==> config.mk <==
export PLATFORM = sky130hd
export DESIGN_NAME = pcounter_cfg_arb
export DESIGN_NICKNAME = d
export VERILOG_FILES = /design/src/rtl/pcounter_cfg_arb.sv
export SDC_FILE = /design/constraint.sdc
export NUM_CORES = 1
export LEC_CHECK = 0
export ABC_CLOCK_PERIOD_IN_PS = 1250
export CAP_MARGIN = 15
export CORE_MARGIN = 2
export CORE_UTILIZATION = 55
export CTS_CLUSTER_SIZE = 8
export DETAILED_ROUTE_END_ITERATION = 8
export DONT_BUFFER_PORTS = 1
export GPL_TIMING_DRIVEN = 0
export PLACE_DENSITY = 0.73
export SLEW_MARGIN = 20
export SYNTH_ARGS = -nofsm -noshare
export SYNTH_HDL_FRONTEND = slang
export SYNTH_SLANG_ARGS = --single-unit
==> constraint.sdc <==
create_clock -name clk -period 1.25 [get_ports clk]
set_clock_uncertainty 0.05 [all_clocks]
set_input_delay 0.25 -clock clk [delete_from_list [all_inputs] [get_ports clk]]
set_output_delay 0.25 -clock clk [all_outputs]
set_load 0.005 [all_outputs]
**Run 1: close-up of the layout**

Scale bar: 10 µm. Window x 0 to 25, y 0 to 25 µm. Cells in grey, sequential cells in the stronger grey; small squares are vias.
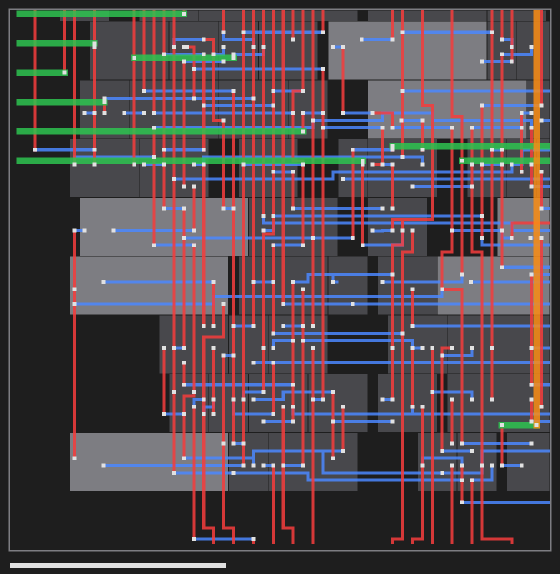
Green marks metal 3. Red marks metal 2. Blue marks metal 1. Orange marks metal 4.
Most frequent: o211ai_1 (5), nand3_1 (5), dfxtp_1 (5). 43 logic cells have their middle in the window. Sequential cells in the window: 6.

**Run 1: gate families picked out**

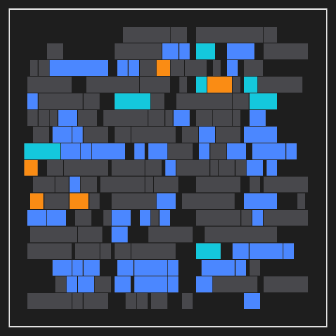
Orange marks AND and OR gates, cells 5. Blue marks inverting AOI/OAI gates, cells 55, where widely spread. Cyan marks NOR gates, cells 7.
dominant logic cell type in the layout: a21oi_1
Post-Layout Cell Count: 187
fraction of area in multi-input gates: 45.7%

**Run 1: sequential cells coloured by netlist name**

Scale bar: 20 µm.
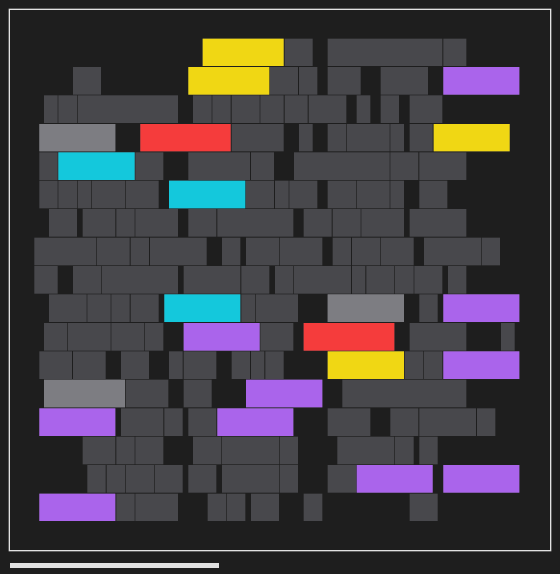
Purple marks cfg_wdata_sig, flops 10. Yellow marks gap_q, flops 4, where top centre. Red marks state_q, flops 2. Cyan marks cfg_addr_sig, flops 3.
Reg area: 452 µm²
Seq area share: 27.4%
Final Util: 75.9%

==> results.yml, run 1 <==
# synthesis and place-and-route metrics
status:
  status: "finished with violations"
  violations: "setup timing"
power_and_ir_drop:
  swShare_pct: 29.9
  p_clk_share_pct: 29.1
  p_int_uw: 1390
  p_switching_uw: 591
  p_comb_share_pct: 28.5
  powerDensity_nw_per_um2: 1200
  seqPwrFrac_pct: 42.4
  comb_cell_power_uw: 564
  seq-power_uw: 838
  p_total_uw: 1980
  p_clk_uw: 576
  power.leakage_uw: 0.000582
  ir_drop_mv: 0.827
  power_leader: "sequential cells"
setup_path:
  arrival_ns: 1.20
  crit_buf_inv: 1
  reg2reg_depth: 6
  slowest_delay_ns: 0.35
  slowest_stage: "dfxtp_2"
  cp.required_ns: 0.95
  cp-start-kind: "register"
  path_cells: "nand2b_1, buf_4, a21oi_2"
  path_depth: 3
  cp_top_family: "flip-flops"
  endpoint_kind: "output port"
  r2r_slack_ns: -0.17
  crit_type: "register to output port"
  worst-path-max-fanout: 16
global_routing:
  antenna_found_initial: 0
  busiest_layer: "met2"
  met2_usage_pct: 49.4
  grt_pass1_vias: 1156
  grt_pass1_wl_um: 5490
  grt-ovfl-total: 0
  grt_max_degree: 17
  grtUsageMet3_pct: 7.18
  grt_use_total_pct: 27.8
  met1_usage_pct: 31.9
floorplanning:
  die_h_um: 51.7
  chipArea_um2: 2670
  initCoreUtil_pct: 57.6
  die_w_um: 51.7
  taps: 28
  core_um2: 2170
  num_rows: 17
  ios: 50
run:
  tool_warnings: 29
  maxCapViolations: 0
placement:
  port_buffers: 0
  dp_cells: 165
  dp_slack_ns: -0.149
  dp_hpwl_um: 2210
  postPlaceCellArea_um2: 1290
  place_congestion: 0.731
synthesis:
  postSynthSeqShare_pct: 35.3
  top_logic_kind: "AND-OR/OR-AND gates"
  common_cells: "22 x dfxtp_1, 21 x a21oi_1, 14 x nand3_1"
  avgSynthCellArea_um2: 9.11
  ys_types: 35
  synth_stat.cells: 137
  ys_sh_adder_pct: 1.00
  topCellsByArea: "dfxtp_1 35%, a311oi_2 9.6%, a21oi_1 8.4%"
  netlist_area_um2: 1250
  yosys.area.top_type: "dfxtp_1"
  synth-warning-count: 0
  mux_area_share_pct: 0
  top_area_share_pct: 35.3
  ys_chip_area_um2: 1250
  top_cell: "dfxtp_1"
  edf_count: 0
  fp_nets: 170
  synth_flop_count: 22
  yosys.area_share.simple_pct: 17.0
  synthAoiAreaFrac_pct: 36.4
  synth-main-ff-cell: "dfxtp_1"
  xor_share_pct: 0
  netlist_instances: 137
  async_flop_share_pct: 0
cts:
  cts_tree: "built"
  clk_pin_slew_worst_paths_ns: 0.14
  htree_levels: 1
  cts_hold_buf: 1
  post-cts-setup-buffers: 12
  insertion_delay_ns: 0.33
  cts_num_sinks: 22
  post_cts_resized: 26
  cts_root_buf: "clkbuf_4"
  clk_path_buf_depth: 2
  cts-buffers-inserted: 3
finish:
  nonClkBufAreaFrac_pct: 19.5
  layout.non_clock_inverters: 8
  final.fill_count: 154
  comb_cells: 93
  clkbuf_count: 3
  largest_reg_flops: 10
  flops: 22
  layout.clock.cell_area_share_pct: 3.19
  drive_gt1_share_pct: 40.9
  syn2layout_area_growth_pct: 31.9
  layout_top_cells: "19 x a21oi_1, 17 x dfxtp_1, 15 x buf_4, 13 x o211ai_1, 13 x nand3_1"
  nets: 193
  largest_class: "multi-input combinational cells"
  final_area_um2: 1650
  logic_area_um2: 752
  n_antenna_cell: 0
  signal_buffers: 32
drt:
  num_vias: 1245
  highest_layer: "met4"
  drt_pre_antenna_iters: 5
  drt-total-wl_um: 3720
  first_iter_violations: 20
  viasPerCell: 6.66
  met3WireLength_um: 252
  wl_met1_um: 1510
  drc: 0
  wl_per_cell_um: 19.9
  met2WireLength_um: 1910
  ant_nets: 0
final_timing:
  period_used_pct: 120
  layout_min_cycle_time_ns: 1.50
  finalWorstSetupSlack_ns: -0.248
  relSlewSlack_pct: 57.9
  max_freq_mhz: 668
  hold_slack_ns: 0.0321
  setup_tns_ns: -2.42
  setup_viol: 22
  final_hold_viol_count: 0
  slew_viol_final: 0
  worst_slew_pin_slew_ns: 0.632
  rsz0062_at_grt: "yes"
worst_hold_path:
  hold_path.class: "input port to register"
  holdPathStages: 2
==> run 2, diff against run 1 <==
Settings changed: ABC_CLOCK_PERIOD_IN_PS 1250 to unset.
**Run 2: wires at chosen ports, followed through buffers**

Scale bar: 20 µm.
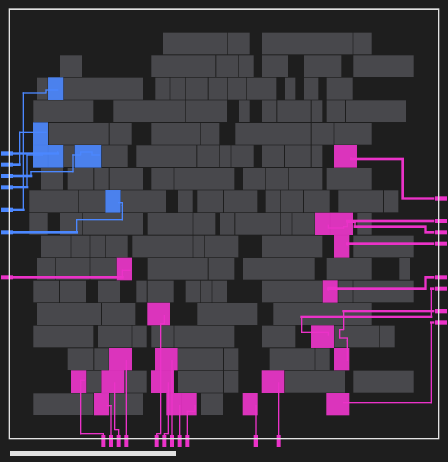
Magenta marks req_wdata, direction input, end cells 20, wire 223 µm. Blue marks req_addr, direction input, end cells 6, wire 71.1 µm.
I/O pins: 50
Port Buf Inserts: 0

==> run 2 against run 1 <==
  * The flow still finishes with violations (setup timing)
  * Area after synthesis unchanged
  * Total power is the same
  * Sequential cell count did not move
  * Hold slack is the same
  * Setup slack is the same
  * Register-to-register slack is essentially flat
  * Die size did not move
  * Final cell count unchanged
  * Clock-buffer cell count did not move
  * Highest routed layer unchanged
==> results.yml, run 2 <==
# synthesis and place-and-route metrics
global_routing:
  met1_usage_pct: 31.9
  met2_usage_pct: 49.4
  grt_pass1_vias: 1156
  grt_pass1_wl_um: 5490
  grtUsageMet3_pct: 7.18
  grt_use_total_pct: 27.8
  antenna_found_initial: 0
  busiest_layer: "met2"
  grt_max_degree: 17
  grt-ovfl-total: 0
synthesis:
  synth-main-ff-cell: "dfxtp_1"
  top_area_share_pct: 35.3
  ys_sh_adder_pct: 1.00
  fp_nets: 170
  xor_share_pct: 0
  ys_types: 35
  postSynthSeqShare_pct: 35.3
  edf_count: 0
  yosys.area.top_type: "dfxtp_1"
  synth_flop_count: 22
  ys_chip_area_um2: 1250
  avgSynthCellArea_um2: 9.11
  mux_area_share_pct: 0
  netlist_area_um2: 1250
  common_cells: "22 x dfxtp_1, 21 x a21oi_1, 14 x nand3_1"
  synth-warning-count: 0
  async_flop_share_pct: 0
  top_logic_kind: "AND-OR/OR-AND gates"
  synth_stat.cells: 137
  top_cell: "dfxtp_1"
  topCellsByArea: "dfxtp_1 35%, a311oi_2 9.6%, a21oi_1 8.4%"
  netlist_instances: 137
  yosys.area_share.simple_pct: 17.0
  synthAoiAreaFrac_pct: 36.4
power_and_ir_drop:
  p_comb_share_pct: 28.5
  ir_drop_mv: 0.827
  comb_cell_power_uw: 564
  p_int_uw: 1390
  p_switching_uw: 591
  p_clk_uw: 576
  powerDensity_nw_per_um2: 1200
  power_leader: "sequential cells"
  seq-power_uw: 838
  swShare_pct: 29.9
  p_total_uw: 1980
  power.leakage_uw: 0.000582
  seqPwrFrac_pct: 42.4
  p_clk_share_pct: 29.1
setup_path:
  reg2reg_depth: 6
  endpoint_kind: "output port"
  worst-path-max-fanout: 16
  cp-start-kind: "register"
  r2r_slack_ns: -0.17
  slowest_stage: "dfxtp_2"
  cp.required_ns: 0.95
  crit_type: "register to output port"
  cp_top_family: "flip-flops"
  arrival_ns: 1.20
  crit_buf_inv: 1
  slowest_delay_ns: 0.35
finish:
  clkbuf_count: 3
  flops: 22
  comb_area_share_pct: 45.7
  signal_buffers: 32
  final.fill_count: 154
  n_antenna_cell: 0
  syn2layout_area_growth_pct: 31.9
  nets: 193
  largest_class: "multi-input combinational cells"
  layout.non_clock_inverters: 8
  nonClkBufAreaFrac_pct: 19.5
  finalCoreUtilization_pct: 75.9
  drive_gt1_share_pct: 40.9
  layout_top_cells: "19 x a21oi_1, 17 x dfxtp_1, 15 x buf_4, 13 x o211ai_1, 13 x nand3_1"
  layout.clock.cell_area_share_pct: 3.19
  final_area_um2: 1650
  largest_reg_flops: 10
  seq_area_um2: 452
  layout_top_cell: "a21oi_1"
  logic_area_um2: 752
  comb_cells: 93
  final_cell_count_no_fill: 187
final_timing:
  setup_tns_ns: -2.42
  slew_viol_final: 0
  relSlewSlack_pct: 57.9
  setup_viol: 22
  rsz0062_at_grt: "yes"
  max_freq_mhz: 668
  layout_min_cycle_time_ns: 1.50
  hold_slack_ns: 0.0321
  worst_slew_pin_slew_ns: 0.632
  period_used_pct: 120
  finalWorstSetupSlack_ns: -0.248
  final_hold_viol_count: 0
status:
  violations: "setup timing"
  status: "finished with violations"
floorplanning:
  taps: 28
  chipArea_um2: 2670
  die_w_um: 51.7
  core_um2: 2170
  die_h_um: 51.7
  initCoreUtil_pct: 57.6
  num_rows: 17
placement:
  postPlaceCellArea_um2: 1290
  dp_hpwl_um: 2210
  dp_slack_ns: -0.149
  place_congestion: 0.731
  dp_cells: 165
cts:
  cts_hold_buf: 1
  cts_tree: "built"
  post_cts_resized: 26
  htree_levels: 1
  cts_num_sinks: 22
  post-cts-setup-buffers: 12
  clk_path_buf_depth: 2
  clk_pin_slew_worst_paths_ns: 0.14
  cts-buffers-inserted: 3
  insertion_delay_ns: 0.33
  cts_root_buf: "clkbuf_4"
drt:
  drt_pre_antenna_iters: 5
  wl_met1_um: 1510
  wl_per_cell_um: 19.9
  viasPerCell: 6.66
  drt-total-wl_um: 3720
  met3WireLength_um: 252
  ant_nets: 0
  drc: 0
  highest_layer: "met4"
  met2WireLength_um: 1910
  num_vias: 1245
  first_iter_violations: 20
run:
  tool_warnings: 29
  maxCapViolations: 0
worst_hold_path:
  hold_path.class: "input port to register"
  holdPathStages: 2
Power figures rest on the tool's default switching activity, not on a simulated workload.
